File: src/rtl/flick_conditioner.sv
// Push-button front-end: synchronise, debounce both edges, stretch each press to HOLD_CYC cycles.
// btn_db/press_pulse follow btn_raw by SYNC_STG+DB_CYC edges; flick follows one edge later.
module flick_conditioner #(
  parameter int SYNC_STG = 2,
  parameter int DB_CYC   = 4,
  parameter int HOLD_CYC = 32,
  parameter int CNT_W    = 8
) (
  input  logic             clk,
  input  logic             rst_n,
  input  logic             btn_raw,
  output logic             flick,
  output logic             btn_db,
  output logic             press_pulse,
  output logic [CNT_W-1:0] glitch_cnt
);

  typedef enum logic [1:0] {IDLE, STRETCH, WAIT_REL} state_t;

  localparam logic [CNT_W-1:0] DB_LAST = CNT_W'(DB_CYC - 1);
  localparam logic [CNT_W-1:0] HOLD_LD = CNT_W'(HOLD_CYC - 1);
  localparam logic [CNT_W-1:0] ONE     = CNT_W'(1);

  logic [SYNC_STG-1:0] sync_q, sync_d;
  logic [CNT_W-1:0]    db_cnt_q, db_cnt_d;
  logic                btn_db_q, btn_db_d;
  logic                press_pulse_q, press_pulse_d;
  logic [CNT_W-1:0]    glitch_cnt_q, glitch_cnt_d;
  state_t              state_q, state_d;
  logic [CNT_W-1:0]    hold_cnt_q, hold_cnt_d;
  logic                flick_q, flick_d;
  logic                btn_s;

  assign btn_s = sync_q[SYNC_STG-1];

  always_comb begin
    sync_d = {sync_q[SYNC_STG-2:0], btn_raw};
  end

  // A disagreement run that ends before reaching DB_CYC counts as one rejected glitch.
  always_comb begin
    db_cnt_d      = db_cnt_q;
    btn_db_d      = btn_db_q;
    glitch_cnt_d  = glitch_cnt_q;
    press_pulse_d = 1'b0;
    if (btn_s == btn_db_q) begin
      db_cnt_d = '0;
      if ((db_cnt_q != '0) && (glitch_cnt_q != '1)) begin
        glitch_cnt_d = glitch_cnt_q + ONE;
      end
    end else if (db_cnt_q == DB_LAST) begin
      btn_db_d      = btn_s;
      db_cnt_d      = '0;
      press_pulse_d = btn_s;
    end else begin
      db_cnt_d = db_cnt_q + ONE;
    end
  end

  // press_pulse is tested first everywhere so a new press always wins over hold expiry.
  always_comb begin
    state_d    = state_q;
    hold_cnt_d = hold_cnt_q;
    case (state_q)
      IDLE: begin
        if (press_pulse_q) begin
          state_d    = STRETCH;
          hold_cnt_d = HOLD_LD;
        end
      end
      STRETCH: begin
        if (press_pulse_q) begin
          hold_cnt_d = HOLD_LD;
        end else if (hold_cnt_q != '0) begin
          hold_cnt_d = hold_cnt_q - ONE;
        end else if (btn_db_q) begin
          state_d = WAIT_REL;
        end else begin
          state_d = IDLE;
        end
      end
      WAIT_REL: begin
        if (press_pulse_q) begin
          state_d    = STRETCH;
          hold_cnt_d = HOLD_LD;
        end else if (!btn_db_q) begin
          state_d = IDLE;
        end
      end
      default: state_d = IDLE;
    endcase
    flick_d = (state_d != IDLE);
  end

  always_ff @(posedge clk or negedge rst_n) begin
    if (!rst_n) begin
      sync_q        <= '0;
      db_cnt_q      <= '0;
      btn_db_q      <= 1'b0;
      press_pulse_q <= 1'b0;
      glitch_cnt_q  <= '0;
      state_q       <= IDLE;
      hold_cnt_q    <= '0;
      flick_q       <= 1'b0;
    end else begin
      sync_q        <= sync_d;
      db_cnt_q      <= db_cnt_d;
      btn_db_q      <= btn_db_d;
      press_pulse_q <= press_pulse_d;
      glitch_cnt_q  <= glitch_cnt_d;
      state_q       <= state_d;
      hold_cnt_q    <= hold_cnt_d;
      flick_q       <= flick_d;
    end
  end

  assign flick       = flick_q;
  assign btn_db      = btn_db_q;
  assign press_pulse = press_pulse_q;
  assign glitch_cnt  = glitch_cnt_q;

endmodule

File: config.mk
export PLATFORM = sky130hd
export DESIGN_NAME = flick_conditioner
export DESIGN_NICKNAME = d
export VERILOG_FILES = /design/src/rtl/flick_conditioner.sv
export SDC_FILE = /design/constraint.sdc
export NUM_CORES = 1
export LEC_CHECK = 0
export ABC_CLOCK_PERIOD_IN_PS = 1900
export CAP_MARGIN = 20
export CORE_MARGIN = 2
export CORE_UTILIZATION = 55
export DETAILED_ROUTE_END_ITERATION = 10
export GPL_ROUTABILITY_DRIVEN = 0
export GPL_TIMING_DRIVEN = 0
export PLACE_DENSITY = 0.77
export SLEW_MARGIN = 25
export SYNTH_ARGS = -nofsm -noshare
export SYNTH_HDL_FRONTEND = slang
export SYNTH_SLANG_ARGS = --single-unit
File: constraint.sdc
create_clock -name clk -period 1.9 [get_ports clk]
set_input_delay 0.38 -clock clk [delete_from_list [all_inputs] [get_ports clk]]
set_output_delay 0.38 -clock clk [all_outputs]
set_load 0.03 [all_outputs]
**Run 1: logic cells by family**

Scale: 4 px per um.
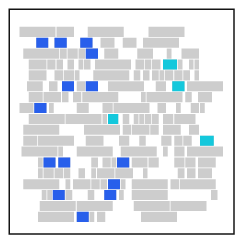
Key: xor and xnor cells = blue [cells 14]; non-inverting ao/oa cells = cyan [cells 4]

**Run 1: layout detail**

Window x 29 to 54, y 29 to 54 um. Cells in grey, sequential cells in the stronger grey; small squares are vias.
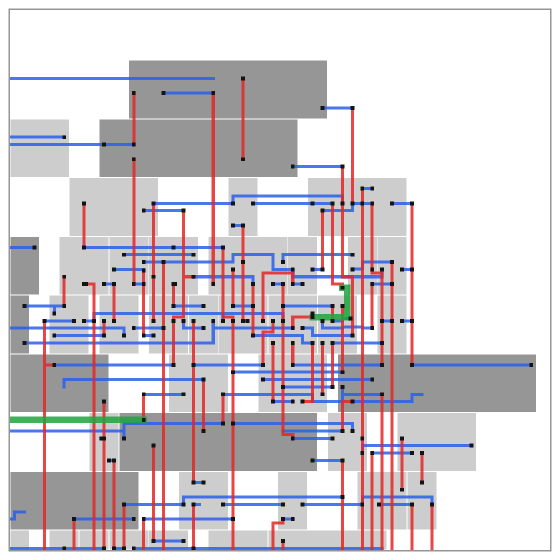
Key: M1 = blue; M2 = red; M3 = green
Sequential cells in the window: 5. Netlist names of flops here include hold_cnt_q (5). 33 logic cells have their middle in the window. Most frequent: nor2_1 (5), dfrtp_1 (5).

==> metrics.csv, run 1 <==
stage;metric;value;unit
power;cell-internal power;1.42;mW
floorplanning;chip height;55.8;um
yosys;yosys stat area;0.00148;mm^2
yosys;Seq/Total Area, Yosys;52.6;%
critical_path;critical path arrival;1.44;ns
final_layout;Comb area;679;um^2
final_timing;Worst-Margin Slew;0.680;ns
final_timing;Tmin final;1.82;ns
final_timing;final hold viol count;0;
final_layout;Non-clock buffers, area share;9.12;%
flow_run;tool warning count;27;
critical_path;crit-path max FO;4;
routing;routed wl met3;126;um
final_layout;Logic inverters;4;
grt;GRT overflow;0;
cts;clk sinks;31;
final_layout;Final Util;68.6;%
placed_design;placed cell areas;0.00164;mm^2
placed_design;Placed Cells;181;
cts;CTS HTree Levels;2;
routing;DRC viols;0;
grt;vias in the first global route;1102;
power;sequential share of power;45.0;%
final_layout;clock network share of area;2.92;%
power;Logic pwr share;39.9;%
routing;1st-pass router iterations;5;
power;switching share of power;40.8;%
final_timing;Setup-failing EPs final;0;
yosys;Largest logic family;simple AND/OR/NAND/NOR gates;
yosys;Synth top area share;52.6;%
routing;Final ANT Viol Nets;0;
critical_path;slowest stage cell on the critical path;clkdlybuf4s50_1;
final_layout;buffers outside the clock class;15;
yosys;Mapped Area;0.00148;mm^2
yosys;Mux area share;2.21;%
routing;Wirelength per Cell;13.8;um
cts;CTS Buf Count;5;
power;Seq group;1.08;mW
routing;Highest Signal Layer;met4;
critical_path;buffers plus inverters on the worst setup path;1;
final_timing;Max Slew Vio Count;0;
final_layout;Non-Filler Instances;190;
critical_path;Crit Reg-Reg Startpoint;db_cnt_q[4]$_DFF_PN0_;
critical_path;Setup Crit Path Kind;reg2out;
critical_path;crit path capture type;output pin;
floorplanning;IO Count;14;
cts;Clock Latency Late Sink;0.33;ns
run_status;status;completed;
critical_path;Reg-to-Reg End;glitch_cnt[1]$_DFFE_PN0P_;
yosys;Synth async-reset ratio;100;%
min_path;Min-Delay Path Class;in2async;
yosys;top cells by area;dfrtp_1 53%, nand3_1 4.4%, xnor2_1 4.2%;
cts;maximum clock path buffer count;2;
critical_path;CP top delay family;buffers and inverters;
power;Clk pwr share;15.1;%
yosys;yosys aoi share;8.14;%
grt;gr busiest metal;met2;
routing;via count;1080;
final_timing;period utilization;95.9;%
yosys;Synth Register Bits;31;
final_timing;Fin Clk Skew;0.0127;ns
final_layout;Seq/total area;45.3;%
routing;met2 WL;1200;um
final_layout;layout cells sized above 1;10.6;%
critical_path;Worst R2R Setup Slack;0.17;ns
critical_path;worst path required time;1.52;ns
final_layout;num sequential;31;
final_layout;#MultiIn Comb;102;
routing;vias per cell;5.68;
yosys;Post-synth top cells;31 x dfrtp_1, 16 x nor2_1, 13 x nand3_1, 8 x and3_1;
cts;CTS clk-pin slew, worst paths;0.10;ns
grt;largest net degree at the start of global routing;32;
grt;total track usage;19.8;%
floorplanning;die area;0.00311;mm^2
power;P_comb;0.958;mW
yosys;top_reg_cell synth;dfrtp_1;
grt;met1 usage in global routing;24.8;%
routing;WL final;2620;um
power;Worst IR Drop VDD;0.00101;V
grt;met3 GRT Util;7.67;%
final_layout;clock buffers;7;
cts;Resize count post-CTS;0;
yosys;Distinct lib cells used;34;
grt;initial antenna violation count;0;
yosys;XOR/XNOR Fraction of Synth Area;8.31;%
final_timing;minimum hold slack;0.0716;ns
power;PwrDens;1400;mW/mm^2
cts;Post-CTS Hold Fix Bufs;0;
yosys;Yosys top cell by instances;dfrtp_1;
final_layout;final non-filler cell area;0.00171;mm^2
floorplanning;DIE WIDTH;55.8;um
yosys;cells after synthesis;138;
final_timing;max frequency;549;MHz
final_layout;fin nets;166;
yosys;synth warn;0;
final_layout;Diodes inserted;0;
final_timing;Max-Slew Margin vs Limit;54.6;%
critical_path;critical-path cell list;clkdlybuf4s50_1;
final_layout;Fill cells;203;
final_layout;Comb area share;39.6;%
power;leakage power;0.847;nW
floorplanning;core area;0.00250;mm^2
cts;Post-CTS Setup Inserts;0;
yosys;Adder-Cell Fraction of Synth Area;3.39;%
yosys;Synthesized Nets;145;
floorplanning;tap cells;30;
power;P_sw;0.980;mW
yosys;area leader, netlist;dfrtp_1;
cts;root buffer cell;clkbuf_4;
placed_design;DP HPWL;1780;um
routing;1st-iter DRT viols;18;
final_layout;Top Layout Cells;31 x dfrtp_1, 16 x nor2_1, 13 x nand3_1;
final_timing;Final TNS setup;0;ns
floorplanning;FP Util;59.0;%
yosys;EDFF count, synth;0;
final_layout;Flop area;776;um^2
placed_design;Port-buffer cells;13;
flow_run;max-capacitance violation count;0;
yosys;Avg Cell Area, Syn;10.7;um^2
critical_path;Slowest Stage Delay on Critical Path;0.70;ns
grt;first-pass GRT wire length;4750;um
placed_design;pre-CTS setup slack;0.0666;ns
power;Power Clock;0.364;mW
cts;CTS tree;done;
final_layout;Largest cell class;registers;
power;Pwr Total;2.40;mW
yosys;yosys cell count;138;
grt;met2 Use GR;30.8;%
final_timing;setup ws final;0.0778;ns
final_timing;RSZ-0062 raised after global routing;no;
final_layout;Layout area overhead;16.2;%
routing;wl on met1;1230;um
floorplanning;Rows;18;
yosys;and+or+nand+nor area frac;23.6;%
critical_path;CP startpoint kind;flop;
critical_path;worst reg-to-reg path cell count;4;
final_layout;most numerous logic cell after layout;dfrtp_1;
power;Top Consumer;registers;
**Run 1: where the registers sit**

Scale: 8 px per um. Other sequential cells in the stronger grey, the rest of the logic in the fainter grey.
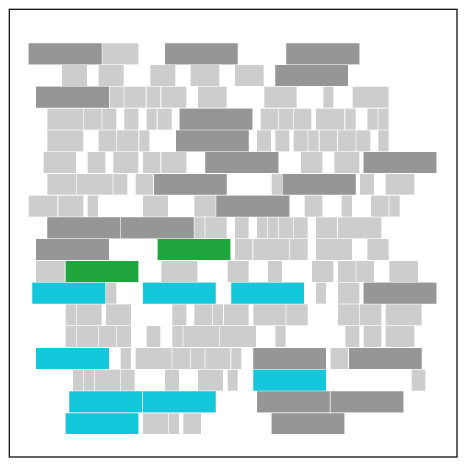
Key: sync_q = green [placed flops 2]; db_cnt_q = cyan [placed flops 8]

==> run 1: worst max path at each step <==
stage	endpoint	cells past startpoint	startpoint	slack, ns
floorplan	hold_cnt_q[0]$_DFFE_PN0P_	7	hold_cnt_q[0]$_DFFE_PN0P_	0.26
global placement	glitch_cnt[4]$_DFFE_PN0P_	1	rst_n	-0.09
detailed placement	hold_cnt_q[0]$_DFFE_PN0P_	7	hold_cnt_q[0]$_DFFE_PN0P_	0.07
CTS	press_pulse	1	press_pulse$_DFF_PN0_	0.01
global route	glitch_cnt[5]	1	glitch_cnt[5]$_DFFE_PN0P_	0.01
finish	glitch_cnt[5]	1	glitch_cnt[5]$_DFFE_PN0P_	0.08
==> run 2, diff against run 1 <==
Settings changed: ABC_CLOCK_PERIOD_IN_PS 1900 to 1800, CORE_UTILIZATION 55 to 57, DONT_BUFFER_PORTS set to 1, PLACE_DENSITY 0.77 to 0.72, SLEW_MARGIN 25 to 20.
Clock period 1.9 ns to 1.8 ns, I/O delays scaled along.
**Run 2: metal 1**

Scale: 4 px per um.
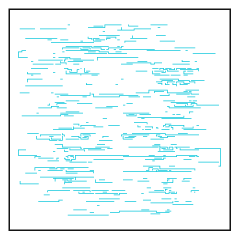
The wires run mostly horizontal. The longest straight run is 17.0 um. 144 nets have wire on it.

**Run 2: track usage over the die**

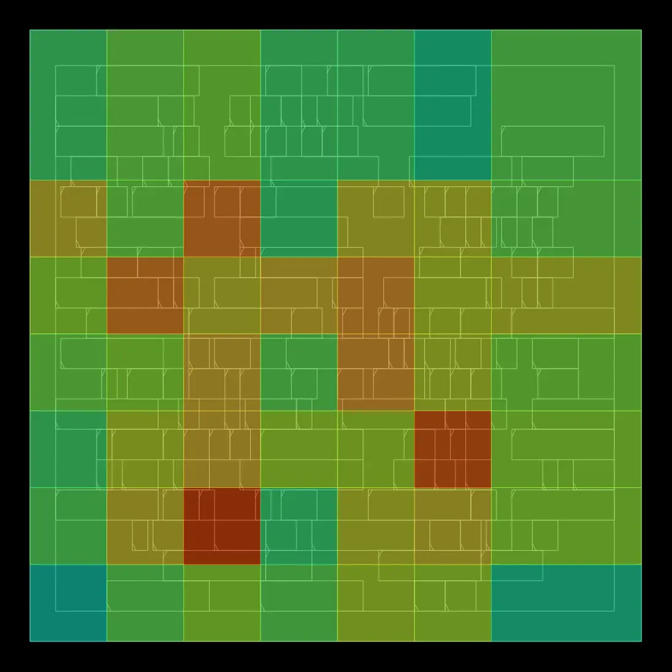
met1 usage in global routing: 23.5%
met3 GRT Util: 6.83%

==> metrics.csv, run 2 <==
stage;metric;value;unit;change
run_status;status;completed;;
final_timing;max frequency;581;MHz;
placed_design;pre-CTS setup slack;-0.0140;ns;-0.0806 ns
floorplanning;chip height;54.9;um;-1.6%
placed_design;Port-buffer cells;0;;-13
yosys;Synth Register Bits;31;;unchanged
cts;clk sinks;31;;unchanged
final_layout;Final Util;67.7;%;-0.88 points
critical_path;CP top delay family;flip-flops;;
cts;CTS Buf Count;5;;unchanged
yosys;Synth async-reset ratio;100;%;unchanged
yosys;Synthesized Nets;145;;unchanged
critical_path;worst setup path end;hold_cnt_q[6]$_DFFE_PN0P_;;
final_timing;period utilization;95.6;%;
routing;met2 WL;1310;um;+9.0%
critical_path;Crit Reg-Reg Startpoint;press_pulse$_DFF_PN0_;;
floorplanning;IO Count;14;;unchanged
final_layout;final non-filler cell area;0.00166;mm^2;-3.1%
yosys;Synth top area share;52.6;%;unchanged
critical_path;crit path capture type;flop;;
routing;Wirelength per Cell;14.4;um;+4.2%
final_timing;Setup-failing EPs final;0;;unchanged
final_timing;Final TNS setup;0;ns;unchanged
routing;Final ANT Viol Nets;0;;unchanged
yosys;Post-synth top cells;31 x dfrtp_1, 16 x nor2_1, 13 x nand3_1, 8 x and3_1;;
yosys;Avg Cell Area, Syn;10.7;um^2;unchanged
critical_path;slowest stage cell on the critical path;dfrtp_1;;
critical_path;CP startpoint kind;flop;;
power;Worst IR Drop VDD;0.00131;V;+30%
placed_design;Placed Cells;168;;-7.2%
flow_run;tool warning count;27;;unchanged
yosys;area leader, netlist;dfrtp_1;;
critical_path;critical path arrival;1.95;ns;+0.51 ns
grt;first-pass GRT wire length;4020;um;-15%
routing;WL final;2580;um;-1.3%
final_timing;Max Slew Vio Count;0;;unchanged
routing;wl on met1;1130;um;-8.4%
floorplanning;DIE WIDTH;54.9;um;-1.6%
critical_path;Worst R2R Setup Slack;0.08;ns;-0.09 ns
cts;Resize count post-CTS;1;;+1
final_layout;layout cells sized above 1;18.0;%;+7.4 points
final_timing;Max-Slew Margin vs Limit;66.0;%;+11 points
critical_path;worst reg-to-reg path cell count;5;;+1
yosys;EDFF count, synth;0;;unchanged
power;Pwr Total;2.59;mW;+7.8%
floorplanning;core area;0.00245;mm^2;-1.8%
final_layout;Diodes inserted;0;;unchanged
routing;1st-iter DRT viols;17;;-1
grt;largest net degree at the start of global routing;32;;unchanged
cts;CTS tree;done;;
grt;initial antenna violation count;0;;unchanged
critical_path;Reg-to-Reg End;hold_cnt_q[6]$_DFFE_PN0P_;;
yosys;top cells by area;dfrtp_1 53%, nand3_1 4.4%, xnor2_1 4.2%;;
critical_path;critical-path cell list;nor4b_2 > a211oi_2 > buf_4 > buf_2 > a31o_2;;
yosys;Mapped Area;0.00148;mm^2;unchanged
routing;vias per cell;5.84;;+2.7%
critical_path;worst path required time;2.03;ns;+0.51 ns
placed_design;DP HPWL;1710;um;-3.9%
power;leakage power;0.765;nW;-9.8%
grt;gr busiest metal;met2;;
yosys;Distinct lib cells used;34;;unchanged
yosys;Largest logic family;simple AND/OR/NAND/NOR gates;;
final_timing;final hold viol count;0;;unchanged
floorplanning;Rows;18;;unchanged
grt;GRT overflow;0;;unchanged
routing;DRC viols;0;;unchanged
critical_path;buffers plus inverters on the worst setup path;2;;+1
cts;Post-CTS Setup Inserts;0;;unchanged
final_layout;Top Layout Cells;25 x dfrtp_1, 16 x nor2_1, 13 x nand3_1;;
grt;total track usage;19.7;%;-0.16 points
placed_design;placed cell areas;0.00151;mm^2;-7.6%
final_timing;Worst-Margin Slew;0.506;ns;-0.174 ns
final_layout;most numerous logic cell after layout;dfrtp_1;;
yosys;Adder-Cell Fraction of Synth Area;3.39;%;unchanged
critical_path;crit-path max FO;9;;+5
final_timing;Tmin final;1.72;ns;
critical_path;Slowest Stage Delay on Critical Path;0.56;ns;-0.14 ns
cts;Clock Latency Late Sink;0.33;ns;about the same
critical_path;Setup Crit Path Kind;reg2reg;;
routing;via count;1051;;-2.7%
cts;maximum clock path buffer count;2;;unchanged
power;PwrDens;1560;mW/mm^2;+11%
yosys;yosys aoi share;8.14;%;unchanged
routing;Highest Signal Layer;met4;;
final_layout;Non-Filler Instances;180;;-5.3%
yosys;and+or+nand+nor area frac;23.6;%;unchanged
grt;vias in the first global route;960;;-13%
yosys;Seq/Total Area, Yosys;52.6;%;unchanged
yosys;XOR/XNOR Fraction of Synth Area;8.31;%;unchanged
yosys;cells after synthesis;138;;unchanged
grt;met2 Use GR;31.2;%;+0.37 points
critical_path;Crit. Startpoint;press_pulse$_DFF_PN0_;;
floorplanning;die area;0.00301;mm^2;-3.3%
routing;routed wl met3;105;um;-17%
yosys;Mux area share;2.21;%;unchanged
yosys;yosys cell count;138;;unchanged
final_layout;Layout area overhead;12.6;%;
cts;root buffer cell;clkbuf_4;;
final_layout;fin nets;156;;-6.0%
final_timing;minimum hold slack;0.0586;ns;-0.0129 ns
floorplanning;FP Util;60.1;%;+1.1 points
cts;CTS HTree Levels;2;;unchanged
final_timing;setup ws final;0.0787;ns;+0.000871 ns
min_path;Min-Delay Path Class;in2reg;;
yosys;Yosys top cell by instances;dfrtp_1;;
routing;1st-pass router iterations;4;;-1
yosys;yosys stat area;0.00148;mm^2;unchanged
**Run 2: logic cells by family**

Scale: 4 px per um.
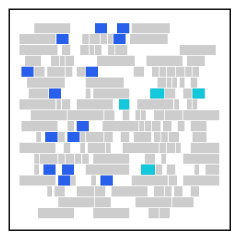
Key: non-inverting ao/oa cells = cyan [cells 4]; xor and xnor cells = blue [cells 14]

run 2: layout make-up:
type | instances | area [um^2]
Clock inverter | 2 | 35.0
Clock buffer | 6 | 51.3
Sequential cell | 31 | 783
Tap cell | 30 | 37.5
Inverter | 4 | 15.0
Fill cell | 189 | 793
Timing Repair Buffer | 4 | 42.5
Multi-Input combinational cell | 102 | 686
Buffer | 1 | 11.3
run 2: logic make-up after synthesis:
| logic type | after synthesis |
|---|---|
| simple gates | 64 |
| fa+ha+maj | 4 |
| xor+xnor | 14 |
| flops | 31 |
| compound gates | 17 |
| mux | 3 |
| buf+inv | 5 |
run 2: where the power goes:
part,total (mW),switching (mW),internal (mW)
registers,1.33,0.426,0.903
logic,0.693,0.357,0.336
clock network,0.567,0.239,0.328
**Run 2: layout detail**

Window x 29 to 54, y 29 to 54 um. Cells in grey, sequential cells in the stronger grey; small squares are vias.
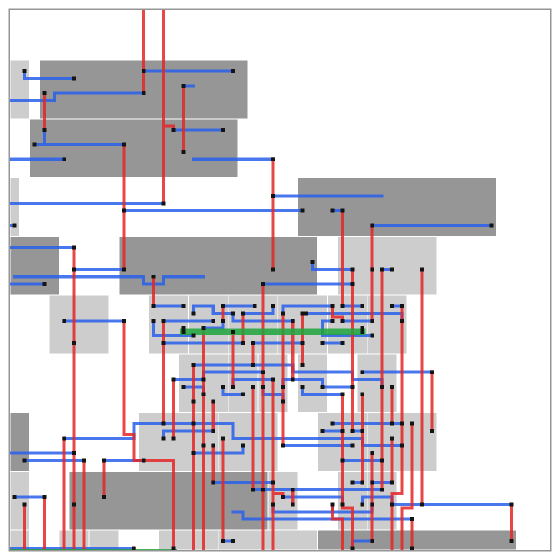

==> run 3, diff against run 2 <==
--- a/constraint.sdc
+++ b/constraint.sdc
@@ -3,2 +3,2 @@
 set_output_delay 0.36 -clock clk [all_outputs]
-set_load 0.03 [all_outputs]
+set_load 0.005 [all_outputs]
**Run 3: layout detail**

Window x 29 to 54, y 29 to 54 um. Cells in grey, sequential cells in the stronger grey; small squares are vias.
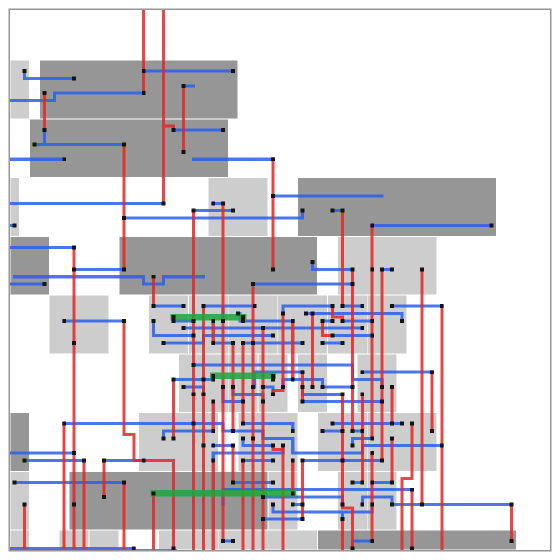
Key: M1 = blue; M3 = green; M2 = red
Most frequent: dfrtp_1 (5), nor2_1 (4), a21oi_1 (3). Sequential cells in the window: 5. 26 logic cells have their middle in the window. Netlist names of flops here include hold_cnt_q (3), glitch_cnt (2).

**Run 3: track usage over the die**

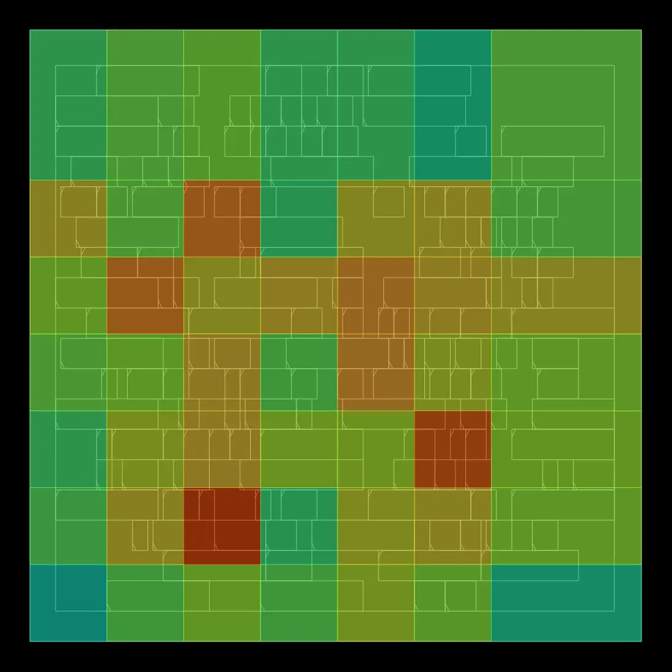
Final Util: 68.0%
met2 Use GR: 31.2%

**Run 3: metal 1**

Scale: 4 px per um.
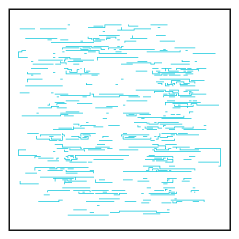
The layer carries 1170 um of wire. 146 nets have wire on it. The longest straight run is 17.0 um.

==> metrics.csv, run 3 <==
stage;metric;value;unit;change
critical_path;Crit Reg-Reg Startpoint;hold_cnt_q[0]$_DFFE_PN0P_;;
cts;CTS HTree Levels;2;;unchanged
routing;wl on met1;1170;um;+4.2%
routing;WL final;2690;um;+4.1%
cts;maximum clock path buffer count;2;;unchanged
final_timing;Max Slew Vio Count;0;;unchanged
routing;routed wl met3;104;um;-0.95%
critical_path;worst setup path end;hold_cnt_q[6]$_DFFE_PN0P_;;
routing;1st-iter DRT viols;22;;+5
final_layout;final non-filler cell area;0.00167;mm^2;+0.53%
cts;root buffer cell;clkbuf_4;;
critical_path;CP top delay family;buffers and inverters;;
critical_path;crit-path max FO;5;;-4
final_timing;max frequency;578;MHz;-0.43%
final_layout;most numerous logic cell after layout;dfrtp_1;;
routing;1st-pass router iterations;4;;unchanged
critical_path;worst reg-to-reg path cell count;7;;+2
power;Worst IR Drop VDD;0.00115;V;-12%
routing;via count;1075;;+2.3%
final_layout;Comb area share;42.0;%;+0.76 points
yosys;top cells by area;dfrtp_1 53%, nand3_1 4.4%, xnor2_1 4.2%;;
power;Seq group;1.16;mW;-10%
critical_path;buffers plus inverters on the worst setup path;3;;+1
final_timing;period utilization;96.0;%;+0.41 points
final_layout;Flop area;776;um^2;-0.96%
power;cell-internal power;1.57;mW;about the same
final_timing;Max-Slew Margin vs Limit;65.9;%;-0.080 points
routing;met2 WL;1370;um;+4.6%
routing;Highest Signal Layer;met4;;
cts;CTS tree;done;;
final_layout;Non-clock buffers, area share;3.22;%;-0.017 points
final_timing;Tmin final;1.73;ns;+0.00747 ns
grt;GRT overflow;0;;unchanged
final_layout;fin nets;157;;+0.64%
power;Top Consumer;registers;;
floorplanning;Rows;18;;unchanged
routing;Wirelength per Cell;14.9;um;+3.5%
yosys;Avg Cell Area, Syn;10.7;um^2;unchanged
power;P_comb;0.716;mW;+3.3%
placed_design;DP HPWL;1710;um;unchanged
final_layout;Seq/total area;46.4;%;-0.70 points
floorplanning;FP Util;60.1;%;unchanged
placed_design;Port-buffer cells;0;;unchanged
cts;clk sinks;31;;unchanged
final_layout;Logic inverters;4;;unchanged
critical_path;CP startpoint kind;flop;;
cts;Clock Latency Late Sink;0.33;ns;about the same
power;leakage power;0.775;nW;+1.3%
grt;first-pass GRT wire length;4020;um;unchanged
floorplanning;IO Count;14;;unchanged
routing;Final ANT Viol Nets;0;;unchanged
grt;gr busiest metal;met2;;
final_layout;Comb area;702;um^2;+2.4%
power;Power Clock;0.567;mW;about the same
yosys;Post-synth top cells;31 x dfrtp_1, 16 x nor2_1, 13 x nand3_1, 8 x and3_1;;
critical_path;critical-path cell list;inv_1 > ha_1 > nor4b_4 > a211oi_2 > buf_4 > buf_2 > a31o_2;;
critical_path;Setup Crit Path Kind;reg2reg;;
yosys;Synthesized Nets;145;;unchanged
final_layout;Non-Filler Instances;181;;+0.56%
yosys;EDFF count, synth;0;;unchanged
run_status;status;completed;;
yosys;Synth Register Bits;31;;unchanged
critical_path;crit path capture type;flop;;
[run 3: stage by stage]
stage	setup WS (ns)	utilization [%]	TNS (ns)	hold slack, ns	power [mW]
floorplan	0.175	-	0	0.0644	1.64
global placement	-0.0235	61.6	-0.0318	0.0650	1.77
detailed placement	-0.000893	61.6	-0.000893	0.0652	1.80
CTS	0.0181	66.4	0	0.0424	2.39
global route	-0.0267	68.0	-0.0685	0.0302	2.61
finish	0.0712	68.0	0	0.0585	2.45
[run 3: cells by family after synthesis]
group	synth area share, %
and+or+nand+nor	23.6
DFF	52.6
AOI/OAI and AO/OA	8.14
xor gates and xnor gates	8.31
buffers and inverters	1.78
adders and majority gates	3.39
muxes	2.21
Power is estimated from default activity; no workload was simulated.
